[src/rtl/alu_pipe.sv]
// Two-stage pipelined dual-mode ALU with valid/ready handshakes, a transaction tag
// and zero/overflow/illegal-op status flags.
module alu_pipe #(
    parameter int unsigned WIDTH = 5,
    parameter int unsigned TAG_W = 4
) (
    input  logic             clk,
    input  logic             rst_n,
    input  logic             in_valid,
    output logic             in_ready,
    input  logic [WIDTH-1:0] A,
    input  logic [WIDTH-1:0] B,
    input  logic             a_en,
    input  logic             b_en,
    input  logic [2:0]       a_op,
    input  logic [1:0]       b_op,
    input  logic [TAG_W-1:0] in_tag,
    output logic             out_valid,
    input  logic             out_ready,
    output logic [WIDTH:0]   C,
    output logic [TAG_W-1:0] out_tag,
    output logic             zero,
    output logic             ovf,
    output logic             err
);

    localparam int unsigned RW = WIDTH + 1;

    // Encoding is {a_en, b_en}
    typedef enum logic [1:0] {
        MODE_NONE = 2'b00,
        MODE_B1   = 2'b01,
        MODE_A    = 2'b10,
        MODE_B2   = 2'b11
    } mode_e;

    logic             s1_valid;
    logic [WIDTH-1:0] s1_a;
    logic [WIDTH-1:0] s1_b;
    mode_e            s1_mode;
    logic [2:0]       s1_aop;
    logic [1:0]       s1_bop;
    logic [TAG_W-1:0] s1_tag;

    logic             s2_load;
    logic [RW-1:0]    ax;
    logic [RW-1:0]    bx;
    logic [RW-1:0]    res;
    logic             arith;
    logic             illegal;
    logic             res_ovf;

    assign s2_load  = !out_valid || out_ready;
    assign in_ready = !s1_valid || s2_load;

    // Stage 1: operand/opcode/tag capture
    always_ff @(posedge clk) begin
        if (!rst_n) begin
            s1_valid <= 1'b0;
            s1_a     <= '0;
            s1_b     <= '0;
            s1_mode  <= MODE_NONE;
            s1_aop   <= '0;
            s1_bop   <= '0;
            s1_tag   <= '0;
        end else if (in_ready) begin
            s1_valid <= in_valid;
            if (in_valid) begin
                s1_a    <= A;
                s1_b    <= B;
                s1_mode <= mode_e'({a_en, b_en});
                s1_aop  <= a_op;
                s1_bop  <= b_op;
                s1_tag  <= in_tag;
            end
        end
    end

    // Operation decode on sign-extended operands; illegal combinations yield zero
    always_comb begin
        ax      = {s1_a[WIDTH-1], s1_a};
        bx      = {s1_b[WIDTH-1], s1_b};
        res     = '0;
        arith   = 1'b0;
        illegal = 1'b0;
        case (s1_mode)
            MODE_A: begin
                case (s1_aop)
                    3'd0:    begin res = ax + bx; arith = 1'b1; end
                    3'd1:    begin res = ax - bx; arith = 1'b1; end
                    3'd2:    res = ax ^ bx;
                    3'd3:    res = ax & bx;
                    3'd4:    res = ax & bx;
                    3'd5:    res = ax | bx;
                    3'd6:    res = ~(ax ^ bx);
                    default: illegal = 1'b1;
                endcase
            end
            MODE_B1: begin
                case (s1_bop)
                    2'd0:    res = ~(ax & bx);
                    2'd1:    begin res = ax + bx; arith = 1'b1; end
                    2'd2:    begin res = ax + bx; arith = 1'b1; end
                    default: illegal = 1'b1;
                endcase
            end
            MODE_B2: begin
                case (s1_bop)
                    2'd0:    res = ax ^ bx;
                    2'd1:    res = ~(ax ^ bx);
                    2'd2:    begin res = ax - RW'(1); arith = 1'b1; end
                    default: begin res = bx + RW'(2); arith = 1'b1; end
                endcase
            end
            default: illegal = 1'b1;
        endcase
        res_ovf = arith && (res[WIDTH] != res[WIDTH-1]);
    end

    // Stage 2: result and flags, held while the consumer stalls
    always_ff @(posedge clk) begin
        if (!rst_n) begin
            out_valid <= 1'b0;
            C         <= '0;
            out_tag   <= '0;
            zero      <= 1'b0;
            ovf       <= 1'b0;
            err       <= 1'b0;
        end else if (s2_load) begin
            out_valid <= s1_valid;
            if (s1_valid) begin
                C       <= res;
                out_tag <= s1_tag;
                zero    <= (res == '0);
                ovf     <= res_ovf;
                err     <= illegal;
            end
        end
    end

endmodule

[config.mk]
export PLATFORM = sky130hd
export DESIGN_NAME = alu_pipe
export DESIGN_NICKNAME = d
export VERILOG_FILES = /design/src/rtl/alu_pipe.sv
export SDC_FILE = /design/constraint.sdc
export NUM_CORES = 1
export LEC_CHECK = 0
export CAP_MARGIN = 10
export CORE_ASPECT_RATIO = 1.75
export CORE_MARGIN = 1.5
export CORE_UTILIZATION = 25
export DETAILED_ROUTE_END_ITERATION = 8
export GPL_TIMING_DRIVEN = 0
export HOLD_SLACK_MARGIN = 0.05
export MAX_ROUTING_LAYER = met4
export PLACE_DENSITY = 0.41
export SLEW_MARGIN = 20
export SYNTH_ARGS = -nofsm -noshare
export SYNTH_HDL_FRONTEND = slang
export SYNTH_SLANG_ARGS = --single-unit
[constraint.sdc]
create_clock -name clk -period 3.12 [get_ports clk]
set_input_delay 0.468 -clock clk [delete_from_list [all_inputs] [get_ports clk]]
set_output_delay 0.468 -clock clk [all_outputs]
set_load 0.005 [all_outputs]
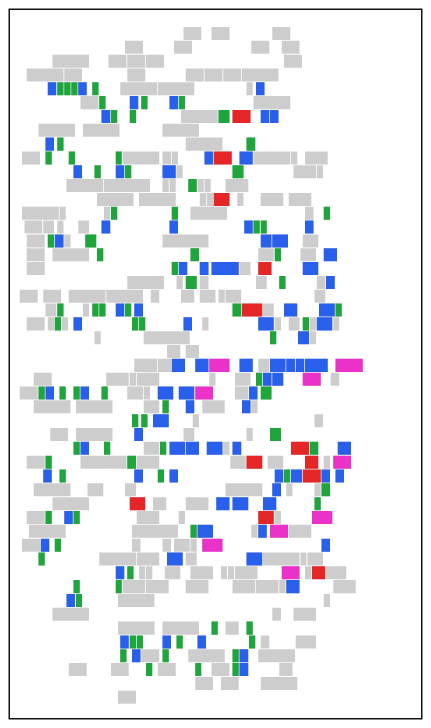
*Gate families picked out, run 1*
Blue stands for inverting AOI/OAI gates, cells 87, most used a21oi_1. Magenta stands for multiplexers, cells 9, most used mux2i_1. Red stands for AND-OR and OR-AND gates, cells 12, most used a21o_1. Green stands for NAND gates, cells 85, most used nand2_1.

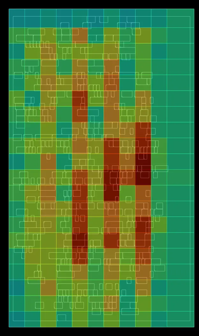
*Routing congestion map, run 1*
Top Usage Layer GRT: met2
met2 Usage GRT: 28.25%

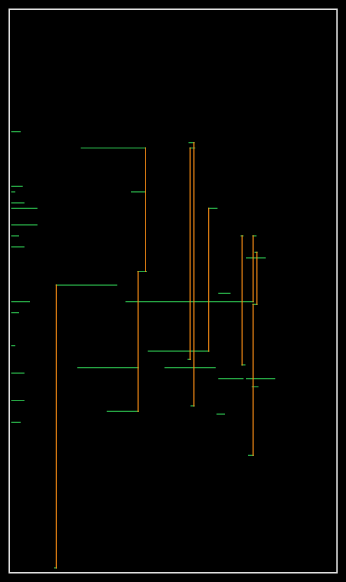
*Metal layers overlaid, run 1*
Two of the layers only.
Green stands for met3, wire length 191 um. Orange stands for met4, wire length 387 um.
WL/cell: 16.25 um
WL final: 8484 um

## run 1: report_power, final
part           internal (mW)  total (mW)  switching (mW)
sequential             0.485       0.511          0.0259
clock                  0.294       0.502           0.207
combinational          0.152       0.332           0.180
## run 1: layout make-up
cell class	instances	area, um2	area share, %
Multi-Input combinational cell	268	1732	51.76
Sequential cell	36	720.7	21.54
Inverter	20	75.07	2.244
Tap cell	127	158.9	4.749
Clock buffer	5	125.1	3.740
Clock inverter	3	18.77	0.5610
Timing Repair Buffer	39	390.4	11.67
Buffer	24	125.1	3.740
## run 1: per-layer routing
layer | vias to the layer above | global-route usage [%] | part of all wire, %
met2 | 49 | 28.25 | 53
li1 | 1299 | - | -
met1 | 1196 | 18.17 | 40
met4 | 0 | 8.984 | 4.5
met5 | - | - | 0
met3 | 22 | 1.836 | 2.2
==> results.toml, run 1 <==
# physical design summary
[finish]
utilization_pct = 32.48
regMostFlops = "C"
reg_top3 = "C (6), s1_a (5), s1_b (5)"
lay_top_cells = "nand2_1, clkdlybuf4s50_1, dfxtp_1, a21oi_1, ha_1"
final_common_cell = "nand2_1"
largest_reg_flops = 6
num-fill-cells = 1139
nNetsFinal = 444
stdcell_count = 522
num_antenna_cells = 0

[worst_setup_path]
reg2reg_slack_ps = 350
r2r_cells = 11
cp.depth = 11
cpPeakStageDelay_ps = 480
cp-end-kind = "register"
cp_common_cell = "ha_1"
cp_num_buf_inv = 0
cp.arrival_ps = 2930
cp-startpoint = "s1_a[0]"
cp_top_family = "adder cells"
start_kind = "register"
worstSetupPathType = "register to register"
crit_required_ps = 3280
cp-endpoint = "ovf"
crit_slowest_cell = "fa_1"
path_cells = "ha_1, fa_1, a21o_1, a21oi_2, xnor2_1, and3_1, a2111o_1, nor2_1, ha_1, nand3_1, a21oi_1"
timing.rr.start = "s1_a[0]"
crit_fanout = 5

[grt]
grt_usage_pct = 16.54
grt_pass1_vias = 2527
antenna_found_initial = 0
grt_pass1_wl_um = 13570
grt_max_degree = 13
gr-total-overflow = 0

[floorplanning]
io_pins = 40
dieArea_um2 = 11260
die_w_um = 80.87
die_h_um = 139.3
core-area_um2 = 10300
rows = 49
fp_util_pct = 25.75

[detailed_routing]
drt_iter0_markers = 155
drc_errors = 0
viasPerCell = 4.916
vias = 2566
drtPass1Iterations = 5

[synth]
edf_count = 0
compound_area_share_pct = 24.62
avgSynthCellArea_um2 = 7.622
ys_top_logic_family = "AND-OR/OR-AND gates"
ys_sh_simple_pct = 21.27
adder_share_pct = 12.36
ys_seq_share_pct = 27.17
synth_warnings = 0
yosys-top-cells-count = "nand2_1, dfxtp_1, a21oi_1, ha_1"
syn_inst = 348
top_cell = "nand2_1"
synth_area_um2 = 2653
yosysUniqueCellTypes = 57
async_flop_share_pct = 0
yosys_cells = 348
mux_area_share_pct = 3.726
syn_nets = 398
synth.top_cell.area_share_pct = 27.17
yosys-top-cells-area = "dfxtp_1, ha_1, nand2_1, a21oi_1, o21ai_0"
largest_area_cell = "dfxtp_1"
ys_chip_area_um2 = 2653
xor_share_pct = 3.302

[sta]
period_needed_ps = 2771
fin_crit_sh_pct = 88.82
timing.final.ws_setup_ps = 348.9
hold_viol = 0
worst_slew_pin_slew_ps = 708.0
slew_violations = 0
rsz0062_at_grt = "no"
slew-limit-headroom_pct = 52.70
finalSetupViolations = 0
fmax_mhz = 360.9
hold_slack_ps = 455.2

[power_and_ir_drop]
p_leak_nw = 1.292
ir_drop_mv = 0.2626
pwr_density_cell_nw_per_um2 = 401.9
p_total_mw = 1.345

[clock_tree]
h-tree-depth = 2
cts_num_sinks = 36
cts_resized = 0
cts_tree = "built"
clk_latency_ps = 290
post_cts_buffers = 0
clk_pin_slew_ps = 60
numCtsBuffers = 5
cts_hold_buf = 0
ctsRootBufferMaster = "clkbuf_16"
clock_path_buffers = 2

[flow_run]
tool_warnings = 40
max_cap_viol_count = 0

[hold_path]
hold_start = "s1_tag[1]"
hold_class = "register to register"
holdPathStages = 2
hold_path_end = "out_tag[1]"

[placement]
place_congestion = 0.8729
numPortBuffers = 39
placed_area_um2 = 3202
pre_cts_slack_ps = 378.1
place_inst = 514
dp_hpwl_um = 6737

[outcome]
status = "complete, no violations"
==> run 2: changes to the inputs <==
Settings changed: CAP_MARGIN 10 to 20.
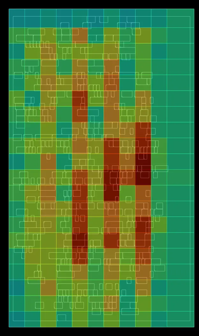
*Routing congestion map, run 2*
met1 Use GR: 18.17%
met3 Use GR: 1.836%

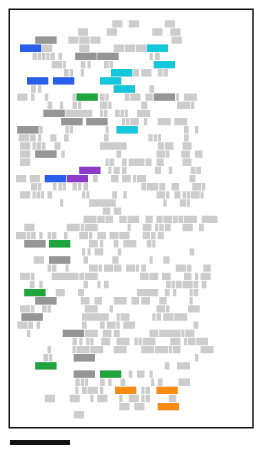
*Where the registers sit, run 2*
The bar under the picture is 20 um long. Other sequential cells in the stronger gray, the rest of the logic in the fainter gray.
Orange stands for s1_aop, placed flops 3. Green stands for s1_b, placed flops 5. Cyan stands for C, placed flops 6, where north. Blue stands for s1_tag, placed flops 4, where north-west. Purple stands for s1_mode, placed flops 2.
Seq/total area: 21.54%
Final Util: 32.48%

==> run 2 against run 1 <==
  * Core utilization unchanged
  * Synthesized cell count unchanged
  * Total power unchanged
  * Clock power about the same
  * First-iteration DRC count unchanged
  * Critical path type unchanged
  * Critical path depth unchanged
  * Fmax unchanged
  * Sequential cell count unchanged
  * Clock skew unchanged
  * Worst hold slack unchanged
==> results.toml, run 2 <==
# physical design summary
[detailed_routing]
dr_wl_met3_um = 190
wl_met2_um = 4527
viasPerCell = 4.916
top_layer_used = "met4"
drc_errors = 0
vias = 2566
wirelength_um = 8484
wl_per_cell_um = 16.25
drtPass1Iterations = 5
drt_iter0_markers = 155
wl_met1_um = 3380

[synth]
synth_warnings = 0
yosys-top-cells-area = "dfxtp_1, ha_1, nand2_1, a21oi_1, o21ai_0"
yosys-top-cells-count = "nand2_1, dfxtp_1, a21oi_1, ha_1"
ys_top_logic_family = "AND-OR/OR-AND gates"
ys_chip_area_um2 = 2653
largest_area_cell = "dfxtp_1"
xor_share_pct = 3.302
mux_area_share_pct = 3.726
yosysUniqueCellTypes = 57
synth.top_cell.area_share_pct = 27.17
avgSynthCellArea_um2 = 7.622
compound_area_share_pct = 24.62
synth_area_um2 = 2653
ys_seq_share_pct = 27.17
ys_sh_simple_pct = 21.27
top_cell = "nand2_1"
async_flop_share_pct = 0
yosys_cells = 348
syn_nets = 398
edf_count = 0

[worst_setup_path]
crit_fanout = 5
cp_num_buf_inv = 0
r2r_cells = 11
worstSetupPathType = "register to register"
cp_common_cell = "ha_1"
crit_required_ps = 3280
cp-startpoint = "s1_a[0]"
crit_slowest_cell = "fa_1"
cp.arrival_ps = 2930
cp-end-kind = "register"
cp.depth = 11
reg2reg_slack_ps = 350
cp-endpoint = "ovf"
start_kind = "register"
cpPeakStageDelay_ps = 480

[grt]
met2_usage_pct = 28.25
grt_usage_pct = 16.54
grt_max_degree = 13
grt_pass1_vias = 2527
grt_pass1_wl_um = 13570
grt_busiest_layer = "met2"
antenna_found_initial = 0

[power_and_ir_drop]
pwr_density_cell_nw_per_um2 = 401.9
comb_power_share_pct = 24.7
ir_drop_mv = 0.2626
p_comb_mw = 0.332
power-top-group = "sequential cells"
clock_power_mw = 0.502
pg_seq_mw = 0.511
switching_power_mw = 0.4128
clkPwrFrac_pct = 37.3
seqPwrFrac_pct = 38.0
sw_frac_of_total_pct = 30.70
p_int_mw = 0.9319
p_leak_nw = 1.292

[finish]
nNetsFinal = 444
final_common_cell = "nand2_1"
reg_top3 = "C (6), s1_a (5), s1_b (5)"
stdcell_count = 522
num-fill-cells = 1139
comb_area_um2 = 1732
largest_reg_flops = 6
lay_top_cells = "nand2_1, clkdlybuf4s50_1, dfxtp_1, a21oi_1, ha_1"
regMostFlops = "C"
flop_area_um2 = 720.7

[clock_tree]
cts_num_sinks = 36
h-tree-depth = 2
clk_pin_slew_ps = 60
cts_resized = 0
cts_hold_buf = 0
cts_tree = "built"
clk_latency_ps = 290
numCtsBuffers = 5
post_cts_buffers = 0

[flow_run]
max_cap_viol_count = 0
tool_warnings = 40

[outcome]
status = "complete, no violations"

[floorplanning]
dieArea_um2 = 11260
die_w_um = 80.87
fp_util_pct = 25.75
core-area_um2 = 10300
rows = 49
die_h_um = 139.3
io_pins = 40

[sta]
tns_ps = 0
fin_crit_sh_pct = 88.82
worst_slew_pin_slew_ps = 708.0
slew-limit-headroom_pct = 52.70
fmax_mhz = 360.9
rsz0062_at_grt = "no"
period_needed_ps = 2771
finalSetupViolations = 0
slew_violations = 0

[hold_path]
hold_class = "register to register"
hold_start = "s1_tag[1]"
hold_path_end = "out_tag[1]"
holdPathStages = 2

[placement]
numPortBuffers = 39
place_congestion = 0.8729
placed_area_um2 = 3202
place_inst = 514
==> run 2: kinds of logic after synthesis <==
family / after synthesis
simple gates: 125
fa+ha+maj: 25
mux: 9
buf+inv: 44
xor+xnor: 10
compound gates: 99
flops: 36
==> run 2: through the flow <==
stage                     total power, mW  hold WS [ps]  setup slack, ps
after floorplan                    0.7249         432.1            704.7
after global placement             0.8539         442.8            363.1
after detailed placement           0.8534         446.9            378.1
after CTS                           1.358         456.3            361.4
after global routing                1.418         473.0            196.2
final                               1.345         455.2            348.9
==> run 2: area by class of cell <==
type | instances | share of cell area [%]
plain buffers | 24 | 3.740
clock buffers | 5 | 3.740
multi-input cells | 268 | 51.76
well taps | 127 | 4.749
flip-flops and latches | 36 | 21.54
clock inverters | 3 | 0.5610
inverters | 20 | 2.244
repair buffers | 39 | 11.67
### Metal layers overlaid, run 2

Two of the layers only.
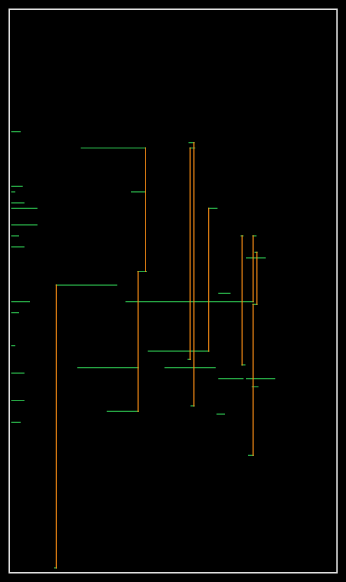

==> run 3: changes to the inputs <==
Settings changed: CAP_MARGIN 20 to 10, CELL_PAD_IN_SITES_DETAIL_PLACEMENT set to 1, CELL_PAD_IN_SITES_GLOBAL_PLACEMENT set to 1, PLACE_DENSITY 0.41 to 0.53, REMOVE_ABC_BUFFERS set to 1.
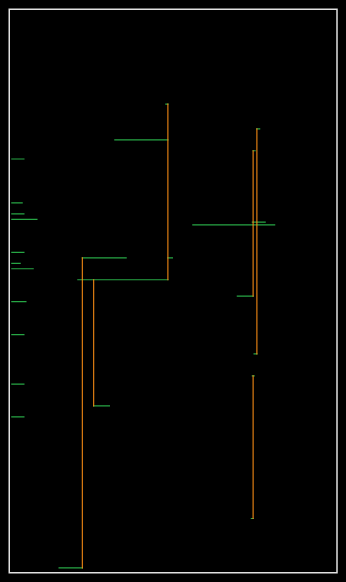
*Metal layers overlaid, run 3*
Two of the layers only.
total track usage: 16.15%
WL/cell: 16.58 um

==> run 3 against run 2 <==
  * Worst setup slack got worse by 27 ps
  * Clock power fell by 2%
  * Synthesized cell count did not move
  * Final area fell by 3.7%
  * Via count fell by 3.2%
  * Total power fell by 2.1%
  * Clock skew rose by 1.8 ps
  * Sequential share of layout area rose by 0.84 points
  * Critical path type unchanged
  * Critical endpoint unchanged
  * Largest power group unchanged
  * Highest routed layer unchanged
==> results.toml, run 3 <==
# physical design summary
[outcome]
status = "complete, no violations"

[synth]
yosysUniqueCellTypes = 57
ys_ff = 36
syn_inst = 348
synth_warnings = 0
largest_area_cell = "dfxtp_1"
synth_area_um2 = 2653
yosys_cells = 348
yosys-top-cells-area = "dfxtp_1, ha_1, nand2_1, a21oi_1, o21ai_0"
yosys-top-cells-count = "nand2_1, dfxtp_1, a21oi_1, ha_1"
edf_count = 0
synth.top_cell.area_share_pct = 27.17
top_cell = "nand2_1"
ys_seq_share_pct = 27.17
async_flop_share_pct = 0
ys_chip_area_um2 = 2653
synthFlopType = "dfxtp_1"
avgSynthCellArea_um2 = 7.622

[finish]
nClkBuffers = 5
clkCellAreaFrac_pct = 4.468
num_antenna_cells = 0
largest_class = "multi-input combinational cells"
inverters = 20
regMostFlops = "C"
comb_cells = 268
seq-cell-share_pct = 22.38
fin_area_um2 = 3221
nNetsFinal = 420
buf_share_pct = 12.12
comb_area_um2 = 1732
largest_reg_flops = 6
area_growth_pct = 21.42
final_layout_size_suffix_gt1_share_pct = 4.852
final_common_cell = "nand2_1"
flop_area_um2 = 720.7
num-fill-cells = 1274
nonClockBufferCount = 39
stdcell_count = 498
seq_cells = 36
reg_top3 = "C (6), s1_a (5), s1_b (5)"
sh_comb_area_pct = 53.77
lay_top_cells = "nand2_1, clkdlybuf4s50_1, dfxtp_1, a21oi_1, ha_1"

[worst_setup_path]
crit_fanout = 9
path_cells = "inv_1, ha_1, inv_1, a21oi_1, o21bai_1, xor2_1, o21ai_0, nor2_1, ha_1, nand3_1, a21oi_1"
cpPeakStageDelay_ps = 510
r2r_cells = 11
cp-startpoint = "s1_a[2]"
cp_top_family = "adder cells"
worstSetupPathType = "register to register"
crit_required_ps = 3250
cp_num_buf_inv = 2
timing.rr.start = "s1_a[2]"
cp-end-kind = "register"
rr_endpoint = "ovf"
cp.depth = 11
crit_slowest_cell = "ha_1"
reg2reg_slack_ps = 320
start_kind = "register"
cp.arrival_ps = 2920
cp-endpoint = "ovf"

[sta]
slew-limit-headroom_pct = 33.08
period_needed_ps = 2798
worst_slew_pin_slew_ps = 1003
skew_ps = 8.574
timing.final.ws_setup_ps = 321.9
fmax_mhz = 357.4
rsz0062_at_grt = "no"
finalSetupViolations = 0
hold_viol = 0
tns_ps = 0
slew_violations = 0
hold_slack_ps = 449.3
fin_crit_sh_pct = 89.68

[power_and_ir_drop]
p_total_mw = 1.316
pwr_density_cell_nw_per_um2 = 408.7
ir_drop_mv = 0.2306
p_leak_nw = 1.216

[placement]
dp_hpwl_um = 6317
place_inst = 490
numPortBuffers = 39
placed_area_um2 = 3077
pre_cts_slack_ps = 274.6
place_congestion = 0.8195

[detailed_routing]
drtPass1Iterations = 4
drc_errors = 0
vias = 2483
wirelength_um = 8259
antenna_left = 0
drt_iter0_markers = 84
viasPerCell = 4.986

[floorplanning]
io_pins = 40
die_w_um = 80.87
n_tap_cell = 127
core-area_um2 = 10300
fp_util_pct = 25.75
rows = 49
die_h_um = 139.3
dieArea_um2 = 11260

[clock_tree]
ctsRootBufferMaster = "clkbuf_16"
clk_pin_slew_ps = 60
cts_resized = 0
numCtsBuffers = 5
clock_path_buffers = 2
cts_tree = "built"
post_cts_buffers = 0
h-tree-depth = 2
cts_num_sinks = 36
cts_hold_buf = 0
clk_latency_ps = 290

[grt]
grt_pass1_wl_um = 13410
gr-total-overflow = 0
antenna_found_initial = 0
grt_max_degree = 32
grt_pass1_vias = 2610

[flow_run]
max_cap_viol_count = 0
tool_warnings = 39

[hold_path]
hold_start = "s1_tag[2]"
hold_class = "register to register"
holdPathStages = 2
hold_path_end = "out_tag[2]"
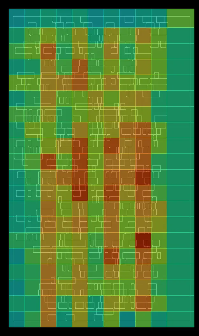
*Routing congestion map, run 3*
met1 Use GR: 17.74%
Final Util: 31.27%
met2 Usage GRT: 28.20%
met3 Use GR: 1.574%

[run 3: routing by layer]
metal | part of all wire [%] | vias up | global-route usage, %
met5 | 0 | - | -
met1 | 41 | 1193 | 17.74
met3 | 1.5 | 14 | 1.574
li1 | - | 1246 | -
met2 | 54 | 30 | 28.20
met4 | 3.4 | 0 | 7.804
[run 3: cells by family (layout without fill, tap and decap cells)]
family                     Yosys count  in the layout  share of synthesized area [%]
AOI/OAI and AO/OA                   99             99                          24.62
DFF                                 36             36                          27.17
adders and majority gates           25             25                          12.36
muxes                                9              9                          3.726
and+or+nand+nor                    125            125                          21.27
xor gates and xnor gates            10             10                          3.302
buffers and inverters               44             67                          7.547
[run 3: power by group]
group | internal, mW | switching (mW)
clock | 0.294 | 0.200
sequential | 0.486 | 0.0413
combinational | 0.141 | 0.155
Power is estimated from default activity; no workload was simulated.
